===== config.mk =====
export PLATFORM = sky130hd
export DESIGN_NAME = operand_loader
export DESIGN_NICKNAME = d
export VERILOG_FILES = /design/src/rtl/operand_loader_pkg.sv /design/src/rtl/operand_loader_btn_debounce_pulse.sv /design/src/rtl/operand_loader.sv
export SDC_FILE = /design/constraint.sdc
export NUM_CORES = 1
export LEC_CHECK = 0
export ABC_AREA = 0
export CAP_MARGIN = 25
export CORE_MARGIN = 4
export CORE_UTILIZATION = 41
export DETAILED_ROUTE_END_ITERATION = 10
export PLACE_DENSITY = 0.6
export REMOVE_ABC_BUFFERS = 1
export SETUP_SLACK_MARGIN = 0.2
export SLEW_MARGIN = 5
export SYNTH_ARGS = -nofsm -noshare
export SYNTH_HDL_FRONTEND = slang
export SYNTH_HIERARCHICAL = 1
export SYNTH_SLANG_ARGS = --single-unit

===== constraint.sdc =====
create_clock -name clk -period 2.4 [get_ports clk]
set_input_delay 0.48 -clock clk [delete_from_list [all_inputs] [get_ports clk]]
set_output_delay 0.48 -clock clk [all_outputs]
set_load 0.03 [all_outputs]

===== src/rtl/operand_loader_pkg.sv =====
// Shared definitions for the operand loader: FSM stage encoding and
// the board-level default debounce length.
package operand_loader_pkg;

  typedef enum logic [1:0] {
    S_WAIT_A = 2'b00,
    S_WAIT_B = 2'b01,
    S_READY  = 2'b10
  } stage_t;

  localparam logic [19:0] DEFAULT_DEBOUNCE_CYCLES = 20'd1_000_000;

endpackage


===== src/rtl/operand_loader_btn_debounce_pulse.sv =====
// Raw push-button conditioner: 2-flop synchronizer, counter debounce and a
// registered single-cycle pulse on each accepted press.
module btn_debounce_pulse
  import operand_loader_pkg::*;
#(
  parameter int unsigned DEBOUNCE_CYCLES = 32'(DEFAULT_DEBOUNCE_CYCLES),
  parameter int unsigned CNT_W           = 20
) (
  input  logic clk,
  input  logic rst,
  input  logic btn_raw,
  output logic pulse
);

  localparam logic [CNT_W-1:0] CNT_LAST = CNT_W'(DEBOUNCE_CYCLES - 1);

  logic             sync1;
  logic             sync2;
  logic             level;
  logic             level_d;
  logic [CNT_W-1:0] cnt;

  always_ff @(posedge clk) begin
    if (rst) begin
      sync1   <= 1'b0;
      sync2   <= 1'b0;
      level   <= 1'b0;
      level_d <= 1'b0;
      cnt     <= '0;
      pulse   <= 1'b0;
    end else begin
      sync1   <= btn_raw;
      sync2   <= sync1;
      level_d <= level;
      pulse   <= level & ~level_d;
      // Any sample agreeing with the accepted level restarts the count.
      if (sync2 != level) begin
        if (cnt == CNT_LAST) begin
          level <= ~level;
          cnt   <= '0;
        end else begin
          cnt <= cnt + 1'b1;
        end
      end else begin
        cnt <= '0;
      end
    end
  end

endmodule


===== src/rtl/operand_loader.sv =====
// Captures operand A then B from a shared switch bank on debounced load
// presses; a debounced clear press empties the pair.
module operand_loader
  import operand_loader_pkg::*;
#(
  parameter int unsigned WIDTH           = 4,
  parameter int unsigned DEBOUNCE_CYCLES = 32'(DEFAULT_DEBOUNCE_CYCLES),
  parameter int unsigned CNT_W           = 20
) (
  input  logic             clk,
  input  logic             rst,
  input  logic [WIDTH-1:0] sw,
  input  logic             btn_load,
  input  logic             btn_clear,
  output logic [WIDTH-1:0] a_out,
  output logic [WIDTH-1:0] b_out,
  output logic             valid,
  output logic [1:0]       stage
);

  logic load_p;
  logic clear_p;

  btn_debounce_pulse #(
    .DEBOUNCE_CYCLES(DEBOUNCE_CYCLES),
    .CNT_W          (CNT_W)
  ) u_load_db (
    .clk    (clk),
    .rst    (rst),
    .btn_raw(btn_load),
    .pulse  (load_p)
  );

  btn_debounce_pulse #(
    .DEBOUNCE_CYCLES(DEBOUNCE_CYCLES),
    .CNT_W          (CNT_W)
  ) u_clear_db (
    .clk    (clk),
    .rst    (rst),
    .btn_raw(btn_clear),
    .pulse  (clear_p)
  );

  stage_t           state;
  stage_t           state_next;
  logic [WIDTH-1:0] a_next;
  logic [WIDTH-1:0] b_next;
  logic             valid_next;

  always_ff @(posedge clk) begin
    if (rst) begin
      state <= S_WAIT_A;
      a_out <= '0;
      b_out <= '0;
      valid <= 1'b0;
    end else begin
      state <= state_next;
      a_out <= a_next;
      b_out <= b_next;
      valid <= valid_next;
    end
  end

  always_comb begin
    state_next = state;
    a_next     = a_out;
    b_next     = b_out;
    valid_next = valid;
    case (state)
      S_WAIT_A: begin
        if (load_p) begin
          a_next     = sw;
          state_next = S_WAIT_B;
        end
      end
      S_WAIT_B: begin
        if (load_p) begin
          b_next     = sw;
          valid_next = 1'b1;
          state_next = S_READY;
        end
      end
      S_READY: begin
        if (load_p) begin
          a_next     = sw;
          valid_next = 1'b0;
          state_next = S_WAIT_B;
        end
      end
      default: begin
        state_next = S_WAIT_A;
        a_next     = '0;
        b_next     = '0;
        valid_next = 1'b0;
      end
    endcase
    // Clear overrides whatever load decided above.
    if (clear_p) begin
      state_next = S_WAIT_A;
      a_next     = '0;
      b_next     = '0;
      valid_next = 1'b0;
    end
  end

  assign stage = state;

endmodule


Figure 1. Where the registers sit.
(3 px per um) Other sequential cells in the stronger grey, the rest of the logic in the fainter grey.
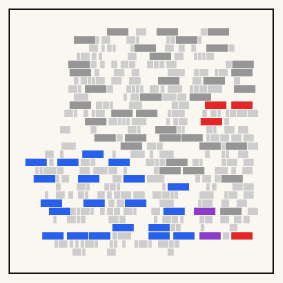
Red stands for a_out, flops 4. Blue stands for u_clear_db/cnt, flops 20. Purple stands for stage, flops 2.
Another 35 sequential cells are not coloured.
sequential cell area share: 40.3%
register area: 1220 um2

Figure 2. Ports around the boundary.
(6 px per um) Pins as bars across the die edge, other pins in grey.
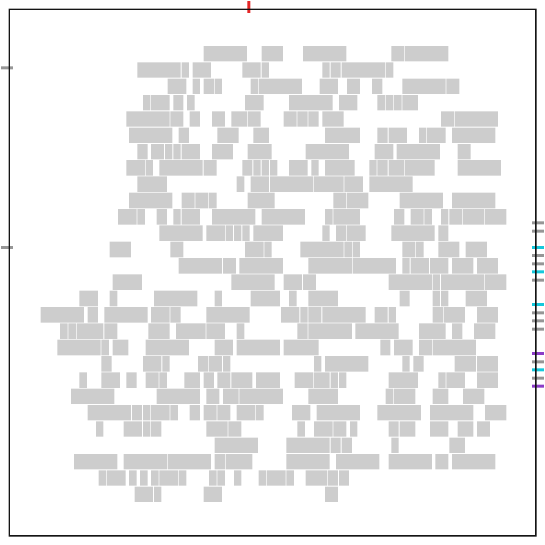
Cyan stands for sw, pins 4, direction input, edge right. Red stands for btn_load, pins 1, direction input, edge top. Purple stands for stage, pins 2, direction output, edge right.
Die Span X: 87.5 um
die span in y: 87.5 um

Figure 3. Selected gate families.
(3 px per um)
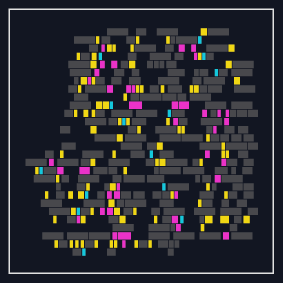
Cyan stands for inv cells, cells 14. Magenta stands for nand cells, cells 39. Yellow stands for nor cells, cells 82.
Commonest Layout Cell: dfxtp_1
fraction of area in multi-input gates: 41.8%
fin cells: 389

Figure 4. Close-up of the layout.
Window x 31 to 56, y 14 to 39 um. Cells in grey, sequential cells in the stronger grey; small squares are vias.
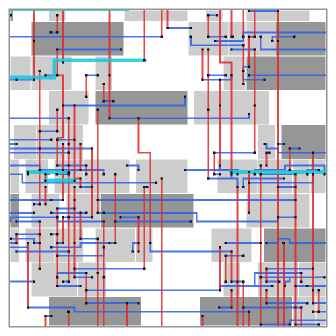
Red stands for M2. Blue stands for M1. Cyan stands for M3.
42 logic cells have their middle in the window. Most frequent: dfxtp_1 (8), nor2_1 (5). Sequential cells in the window: 8. Netlist names of flops here include u_clear_db/cnt (6).

==> reports/qor.txt <==
Starting Density: 43.0%
FF+latch count, synth: 61
HPWL after detailed placement: 3.28 mm
number of enable flip-flop cells: 0
drt via density: 5.10
core area: 6030 um2
cell count of the worst hold path: 1
detailed-route wire length: 4.82 mm
WL/cell: 12.4 um
first-pass GRT wire length: 8.61 mm
Worst Max-Slew Pin Slew: 0.612 ns
CP Capture Type: flop
vias: 1984
I/O Pins: 19
PwrDens: 621 nW/um2
GR Layer Usage met1: 18.6%
Final ANT Viol Nets: 0
Pleak: 0.891 nW
reg2reg path depth: 4
Reg2Reg Setup Slack: 0.30 ns
Worst Slack Setup Final: 0.303 ns
initial antenna violation count: 0
hold path startpoint: u_load_db/level_d$_SDFF_PP0_
post-CTS sizing: 0
Final Core Density: 50.2%
combinational fraction of design power: 3.0%
Pwr Total: 1.88 mW
critical path required time: 2.60 ns
Top Usage Layer GRT: met2
WP data arrival: 2.29 ns
global routing usage on met2: 20.4%
Crit Path Category: reg -> reg
GRT Overall Usage: 14.1%
asr flop ratio synth: 0%
Psw: 0.414 mW
DRC Markers: 0
Area after DPL: 2850 um2
status: complete, no violations
yosys synthesis chip area: 2590 um2
clock tree from TritonCTS: built
Max VDD drop: 0.385 mV
Ys Warns: 6
Int Pwr: 1.47 mW
Critical Path Fanout Max: 18
Slew Limit Fails: 0
number of max-cap violations: 0
FF-to-FF End: u_clear_db/cnt[8]$_SDFF_PP0_
port bufs: 18
cycle use final: 87.4%
Area leader share: 47.1%
synth unique cells: 36
1st-iter DRT viols: 69
Max Root-Sink Buffers: 2
synthesized area per cell: 9.23 um2
Layout area overhead: 16.7%
sequential power share: 54.5%
RSZ-0062 raised after global routing: false
CTS Sinks: 61
global placement routability congestion: 0.788
Final Hold Vio Count: 0
hold endpoint: u_load_db/pulse$_SDFF_PP0_
total CTS buffers: 9
Synth area leader: dfxtp_1
Cell area leaders: dfxtp_1 47%, xnor2_1 10%, nor2_1 7.7%
fmax: 477 MHz
Cells after Synth: 281
Final setup viols: 0
Hold Path Class: reg -> reg
Seq share, synth: 47.1%
hold_ws: 0.389 ns
Antenna diodes: 0
grt ovf: 0
minimum clock period: 2.10 ns
RR Startpoint: u_clear_db/cnt[12]$_SDFF_PP0_
Clk pwr share: 42.5%
number of cells in the yosys synthesis report: 281
skew final: 0.00690 ns
die footprint: 7660 um2
DR pass1 iterations: 4
Critical Path Start: u_clear_db/cnt[12]$_SDFF_PP0_
NumNets Final: 320
crit start category: flop
H-tree depth: 3
share of cells above drive strength 1: 10.8%
vias in the first global route: 1863
tool warnings: 25
mapped cell area: 2590 um2
clk slew on worst S/H paths: 0.06 ns
placed cells: 374
setup_tns: 0 ns
hold_buf cts: 0
top cells by count: 61 x dfxtp_1, 53 x nor2_1, 30 x xnor2_1, 14 x inv_1, 14 x nand3_1
post-CTS setup buffers: 0
max_slew headroom: 58.8%
Root Buffer: clkbuf_8
Top FF cell, synth: dfxtp_1
largest net degree at the start of global routing: 19
post-route cell area: 3030 um2
row count: 28
GRT met3 Usage: 6.15%
Critical Path End: u_clear_db/cnt[8]$_SDFF_PP0_
Yosys top cell by instances: dfxtp_1
Late-Pin Clk Latency: 0.33 ns
switch share: 22.0%
dpl ws: 0.303 ns
-- cells in the final DEF (no fill, tap or decap), types with 3 or more instances in the layout --
cell,n
clkdlybuf4s50_1,18
a32oi_1,4
nor2_1,53
o22ai_1,3
nand3_1,14
clkinv_2,3
a21oi_1,7
inv_1,14
o21ai_0,5
buf_4,5
dfxtp_1,61
clkbuf_8,11
nand4_1,8
or4b_1,4
nor2b_1,9
a211oi_1,4
nor4_1,10
xnor2_1,30
nand2_1,11
nor3_1,8
-- flip-flops by register name, summed over array words and instances, names as in the netlist, 2 cells and up --
| name | cells |
|---|---|
| u_clear_db/cnt | 20 |
| u_load_db/cnt | 20 |
| a_out | 4 |
| b_out | 4 |
| stage | 2 |
-- kinds of logic after synthesis --
family | Yosys count | synth area share, %
AND-OR/OR-AND | 32 | 9.31
multiplexers | 1 | 0.386
AND/OR/NAND/NOR | 134 | 27.4
flip-flops | 61 | 47.1
XOR/XNOR | 32 | 10.8
adder cells (fa/ha/maj) | 2 | 0.965
buffers and inverters | 19 | 4.05
-- critical path: stages (launching register included) --
cell,delay (ns)
dfxtp_1,0.36
or4b_1,0.54
or4_4,0.53
o21ai_4,0.43
nor2_1,0.10
-- layout make-up --
type,count,area [um2]
clock buffers,11,151
clock inverters,4,23.8
fillers,576,3000
inverters,14,52.6
multi-input cells,201,1270
flip-flops and latches,61,1220
well taps,75,93.8
repair buffers,23,218
-- metal layers --
layer,routed length [um],share of wire (%)
met1,2460,51
met2,2030,42
met3,269,5.6
met4,57,1.2
met5,0,0
-- power by group through the flow --
stage,registers [mW],logic [mW],clock network [mW]
after floorplan,1.05,0.0191,0
after global placement,1.05,0.0566,0
after detailed placement,1.05,0.0564,0
after CTS,1.02,0.0567,0.839
after global routing,1.03,0.0603,0.886
final,1.03,0.0558,0.800
Power is estimated from default activity; no workload was simulated.
